`src/rtl/dmem_arbiter_if.sv`:
```
// Bundle of the core, host-burst and memory-pin signals seen by the data-memory arbiter.
// slave = arbiter side, master = requesters plus the memory macro.
interface dmem_arbiter_if #(
   parameter int unsigned AW    = 7,
   parameter int unsigned DW    = 32,
   parameter int unsigned LEN_W = 4
) ();
   logic             cpu_en;
   logic             cpu_wr;
   logic [AW-1:0]    cpu_addr;
   logic [DW-1:0]    cpu_wdata;
   logic [DW-1:0]    cpu_rdata;
   logic             cpu_stall;

   logic             host_req;
   logic             host_wr;
   logic [AW-1:0]    host_addr;
   logic [LEN_W-1:0] host_len;
   logic [DW-1:0]    host_wdata;
   logic             host_ack;
   logic [DW-1:0]    host_rdata;
   logic             host_rvalid;
   logic             host_done;

   logic             mem_CEN;
   logic             mem_WEN;
   logic             mem_OEN;
   logic [AW-1:0]    mem_A;
   logic [DW-1:0]    mem_D;
   logic [DW-1:0]    mem_Q;

   modport slave (
      input  cpu_en, cpu_wr, cpu_addr, cpu_wdata,
      output cpu_rdata, cpu_stall,
      input  host_req, host_wr, host_addr, host_len, host_wdata,
      output host_ack, host_rdata, host_rvalid, host_done,
      output mem_CEN, mem_WEN, mem_OEN, mem_A, mem_D,
      input  mem_Q
   );

   modport master (
      output cpu_en, cpu_wr, cpu_addr, cpu_wdata,
      input  cpu_rdata, cpu_stall,
      output host_req, host_wr, host_addr, host_len, host_wdata,
      input  host_ack, host_rdata, host_rvalid, host_done,
      input  mem_CEN, mem_WEN, mem_OEN, mem_A, mem_D,
      output mem_Q
   );
endinterface

```
`src/rtl/dmem_arbiter.sv`:
```
// Shares the single-port data memory between the core (zero-latency pass-through) and host bursts.
// Define DMEM_ARB_FAIR_EN to add the wait counter that forces a starved host in after MAX_WAIT cycles.
module dmem_arbiter #(
   parameter int unsigned AW       = 7,
   parameter int unsigned DW       = 32,
   parameter int unsigned LEN_W    = 4,
   parameter int unsigned MAX_WAIT = 4
) (
   input logic           clk,
   input logic           rst_n,
   dmem_arbiter_if.slave bus
);

   typedef enum logic [0:0] {StIdle, StBurst} state_e;

   state_e           state_q, state_d;
   logic [AW-1:0]    addr_q, addr_d;
   logic [LEN_W-1:0] cnt_q, cnt_d;
   logic             wr_q, wr_d;
   logic [DW-1:0]    rdata_q, rdata_d;
   logic             rvalid_q, rvalid_d;
   logic             done_q, done_d;
   logic             grant;
   logic             fair_hit;

`ifdef DMEM_ARB_FAIR_EN
   localparam int unsigned WaitW = $clog2(MAX_WAIT + 1);
   logic [WaitW-1:0] wait_q, wait_d;

   assign fair_hit = (wait_q == WaitW'(MAX_WAIT));

   // Counts only IDLE cycles in which the core actually blocks a pending host request.
   always_comb begin
      wait_d = wait_q;
      if (grant || !bus.host_req) begin
         wait_d = '0;
      end else if (state_q == StIdle && bus.cpu_en && !fair_hit) begin
         wait_d = wait_q + 1'b1;
      end
   end

   always_ff @(posedge clk or negedge rst_n) begin
      if (!rst_n) wait_q <= '0;
      else        wait_q <= wait_d;
   end
`else
   assign fair_hit = 1'b0;
`endif

   assign grant = (state_q == StIdle) && bus.host_req && (!bus.cpu_en || fair_hit);

   always_ff @(posedge clk or negedge rst_n) begin
      if (!rst_n) begin
         state_q  <= StIdle;
         addr_q   <= '0;
         cnt_q    <= '0;
         wr_q     <= 1'b0;
         rdata_q  <= '0;
         rvalid_q <= 1'b0;
         done_q   <= 1'b0;
      end else begin
         state_q  <= state_d;
         addr_q   <= addr_d;
         cnt_q    <= cnt_d;
         wr_q     <= wr_d;
         rdata_q  <= rdata_d;
         rvalid_q <= rvalid_d;
         done_q   <= done_d;
      end
   end

   always_comb begin
      state_d  = state_q;
      addr_d   = addr_q;
      cnt_d    = cnt_q;
      wr_d     = wr_q;
      rdata_d  = rdata_q;
      rvalid_d = 1'b0;
      done_d   = 1'b0;
      unique case (state_q)
         StIdle: begin
            if (grant) begin
               state_d = StBurst;
               addr_d  = bus.host_addr;
               cnt_d   = bus.host_len;
               wr_d    = bus.host_wr;
            end
         end
         StBurst: begin
            addr_d = addr_q + 1'b1;
            cnt_d  = cnt_q - 1'b1;
            if (!wr_q) begin
               rvalid_d = 1'b1;
               rdata_d  = bus.mem_Q;
            end
            if (cnt_q == '0) begin
               state_d = StIdle;
               done_d  = 1'b1;
            end
         end
         default: state_d = StIdle;
      endcase
   end

   always_comb begin
      bus.cpu_stall = 1'b0;
      bus.host_ack  = 1'b0;
      bus.mem_CEN   = !bus.cpu_en;
      bus.mem_WEN   = !(bus.cpu_en && bus.cpu_wr);
      bus.mem_OEN   = !(bus.cpu_en && !bus.cpu_wr);
      bus.mem_A     = bus.cpu_en ? bus.cpu_addr : '0;
      bus.mem_D     = bus.cpu_en ? bus.cpu_wdata : '0;
      unique case (state_q)
         StIdle: ;
         StBurst: begin
            bus.cpu_stall = bus.cpu_en;
            bus.host_ack  = 1'b1;
            bus.mem_CEN   = 1'b0;
            bus.mem_WEN   = !wr_q;
            bus.mem_OEN   = wr_q;
            bus.mem_A     = addr_q;
            bus.mem_D     = bus.host_wdata;
         end
         default: ;
      endcase
   end

   assign bus.cpu_rdata   = bus.mem_Q;
   assign bus.host_rdata  = rdata_q;
   assign bus.host_rvalid = rvalid_q;
   assign bus.host_done   = done_q;

endmodule

```
`src/flat_wrapper.sv`:
```
// flat-port wrapper written by rule: the top's interface ports become plain ports
module dmem_arbiter_flat 
#(
   parameter int unsigned AW       = 7,
   parameter int unsigned DW       = 32,
   parameter int unsigned LEN_W    = 4,
   parameter int unsigned MAX_WAIT = 4
)
  (clk, rst_n, bus_cpu_en, bus_cpu_wr, bus_cpu_addr, bus_cpu_wdata, bus_cpu_rdata, bus_cpu_stall, bus_host_req, bus_host_wr, bus_host_addr, bus_host_len, bus_host_wdata, bus_host_ack, bus_host_rdata, bus_host_rvalid, bus_host_done, bus_mem_CEN, bus_mem_WEN, bus_mem_OEN, bus_mem_A, bus_mem_D, bus_mem_Q);
  dmem_arbiter_if #(.AW(AW), .DW(DW), .LEN_W(LEN_W)) bus_i ();
  input logic clk;
  input logic rst_n;
  input wire logic [$bits(bus_i.cpu_en)-1:0] bus_cpu_en;
  input wire logic [$bits(bus_i.cpu_wr)-1:0] bus_cpu_wr;
  input wire logic [$bits(bus_i.cpu_addr)-1:0] bus_cpu_addr;
  input wire logic [$bits(bus_i.cpu_wdata)-1:0] bus_cpu_wdata;
  output wire logic [$bits(bus_i.cpu_rdata)-1:0] bus_cpu_rdata;
  output wire logic [$bits(bus_i.cpu_stall)-1:0] bus_cpu_stall;
  input wire logic [$bits(bus_i.host_req)-1:0] bus_host_req;
  input wire logic [$bits(bus_i.host_wr)-1:0] bus_host_wr;
  input wire logic [$bits(bus_i.host_addr)-1:0] bus_host_addr;
  input wire logic [$bits(bus_i.host_len)-1:0] bus_host_len;
  input wire logic [$bits(bus_i.host_wdata)-1:0] bus_host_wdata;
  output wire logic [$bits(bus_i.host_ack)-1:0] bus_host_ack;
  output wire logic [$bits(bus_i.host_rdata)-1:0] bus_host_rdata;
  output wire logic [$bits(bus_i.host_rvalid)-1:0] bus_host_rvalid;
  output wire logic [$bits(bus_i.host_done)-1:0] bus_host_done;
  output wire logic [$bits(bus_i.mem_CEN)-1:0] bus_mem_CEN;
  output wire logic [$bits(bus_i.mem_WEN)-1:0] bus_mem_WEN;
  output wire logic [$bits(bus_i.mem_OEN)-1:0] bus_mem_OEN;
  output wire logic [$bits(bus_i.mem_A)-1:0] bus_mem_A;
  output wire logic [$bits(bus_i.mem_D)-1:0] bus_mem_D;
  input wire logic [$bits(bus_i.mem_Q)-1:0] bus_mem_Q;
  assign bus_i.cpu_en = bus_cpu_en;
  assign bus_i.cpu_wr = bus_cpu_wr;
  assign bus_i.cpu_addr = bus_cpu_addr;
  assign bus_i.cpu_wdata = bus_cpu_wdata;
  assign bus_cpu_rdata = bus_i.cpu_rdata;
  assign bus_cpu_stall = bus_i.cpu_stall;
  assign bus_i.host_req = bus_host_req;
  assign bus_i.host_wr = bus_host_wr;
  assign bus_i.host_addr = bus_host_addr;
  assign bus_i.host_len = bus_host_len;
  assign bus_i.host_wdata = bus_host_wdata;
  assign bus_host_ack = bus_i.host_ack;
  assign bus_host_rdata = bus_i.host_rdata;
  assign bus_host_rvalid = bus_i.host_rvalid;
  assign bus_host_done = bus_i.host_done;
  assign bus_mem_CEN = bus_i.mem_CEN;
  assign bus_mem_WEN = bus_i.mem_WEN;
  assign bus_mem_OEN = bus_i.mem_OEN;
  assign bus_mem_A = bus_i.mem_A;
  assign bus_mem_D = bus_i.mem_D;
  assign bus_i.mem_Q = bus_mem_Q;
  dmem_arbiter #(.AW(AW), .DW(DW), .LEN_W(LEN_W), .MAX_WAIT(MAX_WAIT)) u_core (.clk(clk), .rst_n(rst_n), .bus(bus_i));
endmodule
```
`config.mk`:
```
export PLATFORM = sky130hd
export DESIGN_NAME = dmem_arbiter_flat
export DESIGN_NICKNAME = d
export VERILOG_FILES = /design/src/rtl/dmem_arbiter_if.sv /design/src/rtl/dmem_arbiter.sv /design/src/flat_wrapper.sv
export SDC_FILE = /design/constraint.sdc
export NUM_CORES = 1
export LEC_CHECK = 0
export ABC_AREA = 1
export CAP_MARGIN = 20
export CORE_MARGIN = 1.5
export CORE_UTILIZATION = 32
export DETAILED_ROUTE_END_ITERATION = 6
export PLACE_DENSITY = 0.8
export SYNTH_ARGS = -nofsm -noshare
export SYNTH_HDL_FRONTEND = slang
export SYNTH_SLANG_ARGS = --single-unit
```
`constraint.sdc`:
```
create_clock -name clk -period 1.3 [get_ports clk]
set_input_delay 0.13 -clock clk [delete_from_list [all_inputs] [get_ports clk]]
set_output_delay 0.13 -clock clk [all_outputs]
set_load 0.05 [all_outputs]
```
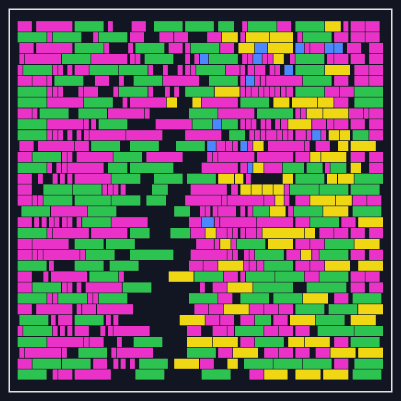
run_1/sizes.png
(4 px per µm)
- _2 cells: blue (cells 14)
- _3 and _4 cells: yellow (cells 71)
- _6 and larger: green (cells 138)
- _0 and _1 cells: magenta (cells 355)
final instance area: 6984 µm²
Signal buffers: 268
P&R area growth vs syn: 156.6%
Final WS setup: -0.4502 ns

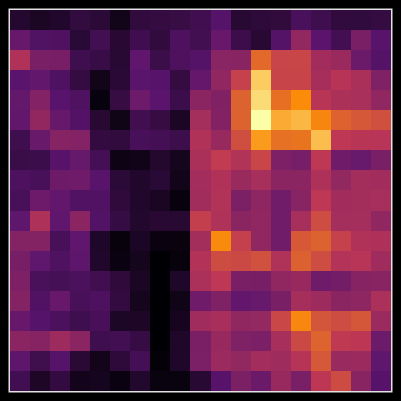
run_1/metal_density.png
(4 px per µm) The die is cut into 19 by 19 equal tiles; black is low, pale yellow is high, scaled to the fullest tile. Values are wire area over tile area, all layers added.
- tiles over half the peak: 14%
- nearly empty tiles: 1.7%
- fullest tile: 1.0

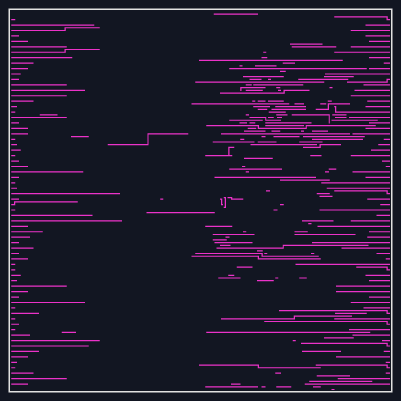
run_1/layer_met3.png
(4 px per µm)
- longest straight run: 40.7 µm
- main direction: horizontal
- wire length on this layer: 2140 µm
- nets with wire on the layer: 216
- share of all routed wire: 13%
Vias: 3619
final wirelength: 15940 µm
met3 usage: 10.05%

[run 1: registers in the layout (all words and copies together), names as in the netlist]
signal,count
u_core.addr_q,7
u_core.bus.host_done,1
u_core.bus.host_rdata,32
u_core.bus.host_rvalid,1
u_core.cnt_q,4
u_core.state_q,1
u_core.wr_q,1
[run 1: routing by layer]
| metal | vias to the layer above | global-route usage [%] |
|---|---|---|
| li1 | 1545 | - |
| met1 | 1665 | 28.01 |
| met2 | 316 | 55.73 |
| met3 | 93 | 10.05 |
| met4 | 0 | 16.92 |
| met5 | - | 0 |
[run 1: stage by stage]
| step | setup TNS [ns] | util [%] | worst slack [ns] | total power (µW) |
|---|---|---|---|---|
| 5_1_grt | -20.96 | 85.00 | -0.4921 | 19840 |
| 6_report | -18.66 | 85.00 | -0.4502 | 19130 |
| 4_1_cts | -14.68 | 82.61 | -0.3934 | 18340 |
| 2_1_floorplan | -3.642 | - | -0.1550 | 9996 |
| 3_3_place_gp | -10.35 | 78.25 | -0.2093 | 16090 |
| 3_5_place_dp | -12.93 | 78.25 | -0.2468 | 16510 |
[run 1: cell type report]
cell class	instances	area [µm²]	share of cell area, %
Sequential cell	47	1180	16.89
Multi-Input combinational cell	236	1583	22.66
Tap cell	105	131.4	1.881
Clock inverter	3	71.32	1.021
Timing Repair Buffer	268	3867	55.37
Inverter	19	82.58	1.182
Clock buffer	5	68.82	0.9853
[run 1: where the power goes]
part	internal, µW	switching, µW
sequential	2210	844
clock	781	534
combinational	6820	7940
[run 1: timing repair]
| item | 4_1_cts | 5_1_grt |
|---|---|---|
| endpoints found under the hold margin | 14 | 0 |
| gates cloned | 2 | 3 |
| gates resized | 31 | 23 |
| pin swaps | 4 | 6 |
| hold buffers | 1 | 0 |
| endpoints found under the setup margin | 79 | 85 |
| buffers inserted | 7 | 5 |
==> impl_metrics.yaml, run 1 <==
# generated from flow reports
placement:
  gp_congestion: 0.9101
  placed_area_um2: 6430
  dpl.cell_count: 658
logic_synthesis:
  synth_cell_type_count: 21
  ys_sh_simple_pct: 26.34
  avgSynthCellArea_um2: 7.753
  synth-xor-area-share_pct: 0.3218
  yosysCellCount: 351
  ff_type: "dfrtp_1"
  synthAoiAreaFrac_pct: 13.79
  async_flop_share_pct: 100.0
  top_area_cell: "dfrtp_1"
  top_cell_area_share_pct: 43.22
  fa_ha_area_share_pct: 1.379
  top_logic_kind: "simple AND/OR/NAND/NOR gates"
  edf_count: 0
  fp_nets: 474
  yosysChipArea_um2: 2721
  yosysWarnings: 0
routing:
  postRouteAntennaNets: 0
  dr_wl_met2_um: 7979
  drt-vias-per-instance: 5.299
  dr_wl_met3_um: 2136
  wl_met1_um: 4649
  wl_per_cell_um: 23.33
clock_network:
  cts.sinks: 47
  clk_latency_ns: 0.30
  root_buffer: "clkbuf_8"
  cts_made_buffers: 5
  clk_pin_slew_worst_paths_ns: 0.10
  ctsLongestPathBuffers: 2
timing:
  skew_ns: 0.008891
  holdWs_ns: 0.3471
  fmax_ghz: 0.5714
  setup_violations: 56
  min_period_ns: 1.750
  period_used_pct: 134.6
  drv_slew: 0
  worst_slack_ns: -0.4502
  relSlewSlack_pct: 75.00
critical_path:
  cp_slowest_stage_delay_ns: 0.55
  r2r_start: "u_core.state_q$_DFF_PN0_"
  crit_family: "flip-flops"
  r2r_cells: 6
  path_cells: "nor2_4, buf_6, clkbuf_16, a22o_4, buf_12"
  cp.arrival_ns: 1.62
  reg2reg_to: "u_core.cnt_q[1]$_DFFE_PN0P_"
  crit_fanout: 8
  crit_start: "u_core.state_q$_DFF_PN0_"
  required_ns: 1.17
  cp-start-kind: "flop"
global_route:
  grt_max_degree: 34
  antenna_found_initial: 0
  grt_pass1_vias: 3700
  gr-total-overflow: 0
floorplan:
  row_count: 33
  dieArea_um2: 9067
  initCoreUtil_pct: 33.12
  io_pins: 230
  core_um2: 8217
  fp.dieH_um: 95.22
min_path:
  min_path_type: "input pin to async pin"
final_layout:
  drive_gt1_share_pct: 38.58
  layout_top_cell: "nand2_1"
  nets: 700
  layout_top_cells: "147 x nand2_1, 118 x clkdlybuf4s50_1, 114 x buf_12"
  fin_cells: 683
  fillers: 349
  n_antenna_cell: 0
status:
  status: "finished with violations"
  violations: "negative setup slack"
==> inputs of run 2 (changes only) <==
--- a/config.mk
+++ b/config.mk
@@ -8,9 +8,9 @@
 export ABC_AREA = 1
 export CAP_MARGIN = 20
 export CORE_MARGIN = 1.5
-export CORE_UTILIZATION = 32
+export CORE_UTILIZATION = 35
 export DETAILED_ROUTE_END_ITERATION = 6
-export PLACE_DENSITY = 0.8
+export PLACE_DENSITY = 0.87
 export SYNTH_ARGS = -nofsm -noshare
 export SYNTH_HDL_FRONTEND = slang
 export SYNTH_SLANG_ARGS = --single-unit
==> constraint.sdc (replaced) <==
create_clock -name clk -period 2.16 [get_ports clk]
set_input_delay 0.216 -clock clk [delete_from_list [all_inputs] [get_ports clk]]
set_output_delay 0.216 -clock clk [all_outputs]
set_load 0.05 [all_outputs]
==> impl_metrics.yaml, run 2 <==
# generated from flow reports
logic_synthesis:
  fa_ha_area_share_pct: 1.379
  synth_cell_type_count: 21
  edf_count: 0
  yosysWarnings: 0
  synth-xor-area-share_pct: 0.3218
  top_area_cell: "dfrtp_1"
  yosysCellCount: 351
  fp_nets: 474
  top_cell_area_share_pct: 43.22
  ff_type: "dfrtp_1"
  async_flop_share_pct: 100.0
  ys_sh_simple_pct: 26.34
routing:
  postRouteAntennaNets: 0
  totalWireLength_um: 9791
  drt-vias-per-instance: 4.675
final_layout:
  bufAreaShareNonClock_pct: 47.06
  layout_top_cells: "183 x clkdlybuf4s50_1, 163 x nand2_1, 47 x dfrtp_1"
  ff_latch_area_um2: 1176
  fin_cells: 644
  fin_util_pct: 67.18
  sh_seq_area_pct: 23.76
  drive_gt1_share_pct: 11.93
  design_area_um2: 4951
  n_all_buffers: 236
  nNonClkInverters: 19
  n_antenna_cell: 0
critical_path:
  crit_fanout: 34
  required_ns: 1.94
  reg2reg_to: "u_core.addr_q[6]$_DFFE_PN0P_"
  cp-start-kind: "flop"
global_route:
  grt_pass1_vias: 3124
timing:
  worst_slack_ns: 0.1404
  skew_ns: 0.002477
  setup_violations: 0
floorplan:
  fp.dieH_um: 91.18
  tap-cell-count: 99
  core_um2: 7370
  io_pins: 230
  initCoreUtil_pct: 36.93
placement:
  gp_congestion: 0.8486
  dpl.cell_count: 636
  dp_slack_ns: 0.3343
clock_network:
  cts_resized: 0
  ctsLongestPathBuffers: 2
status:
  status: "complete, no violations"
==> run 2: netlist changes by cell type in the layout (fill, tap and decap cells not counted), sizes merged <==
cell / previous run / this run
bufinv: 2 / 1
clkinvlp: 1 / 0
buf: 146 / 52
clkbuf: 8 / 6
clkdlybuf4s50: 118 / 183
==> run 2: stage by stage <==
stage / total power (µW) / TNS [ns] / hold slack [ns]
2_1_floorplan: 5508 / -0.3719 / -0.07959
3_3_place_gp: 7387 / 0 / 0.2393
3_5_place_dp: 7510 / 0 / 0.2432
4_1_cts: 8156 / 0 / 0.4467
5_1_grt: 8569 / 0 / 0.4614
6_report: 8104 / 0 / 0.4322
==> run 2: per-layer routing <==
metal	GRT usage, %	share of wire [%]	vias up
met5	0	0	-
met4	7.031	1.8	0
met3	6.365	7.5	13
met2	43.41	53	148
met1	26.22	38	1375
li1	-	-	1475
==> run 2: worst max-delay path: stages, from the launching register on <==
cell     delay [ns]
dfrtp_1        0.55
inv_2          0.19
nor2_4         0.15
buf_4          0.35
a21oi_2        0.05
buf_4          0.20
==> run 2: worst max-delay path by stage <==
| stage | startpoint | end | slack, ns | cells after the start |
|---|---|---|---|---|
| after detailed placement | bus_cpu_en | bus_mem_A[1] | 0.33 | 7 |
| after floorplan | u_core.state_q$_DFF_PN0_ | bus_mem_A[1] | -0.19 | 3 |
| final | u_core.state_q$_DFF_PN0_ | bus_mem_OEN | 0.14 | 5 |
| after global placement | bus_cpu_en | bus_mem_A[1] | 0.37 | 7 |
| after global routing | u_core.state_q$_DFF_PN0_ | bus_mem_OEN | 0.009 | 5 |
| after CTS | u_core.state_q$_DFF_PN0_ | bus_mem_WEN | 0.01 | 5 |
==> run 2: where the power goes <==
group,internal [µW],switching [µW]
clock network,339,283
logic,1960,3910
registers,1320,289
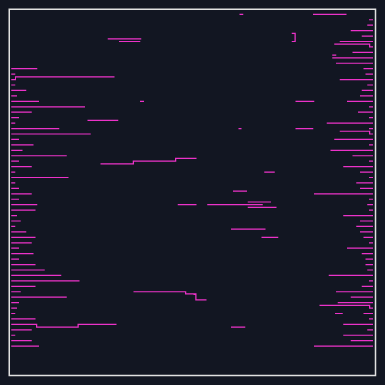
run_2/layer_met3.png
(4 px per µm)
- longest straight run: 24.6 µm
- main direction: horizontal

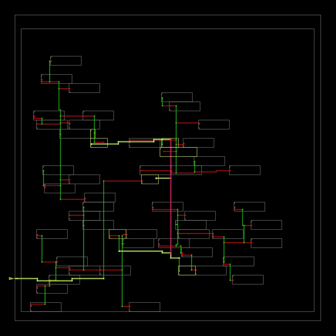
run_2/clocks.png
Power Clock: 622 µW
clkbuf count: 6
registers: 47
clk latency late pin: 0.30 ns

Power is estimated from default activity; no workload was simulated.
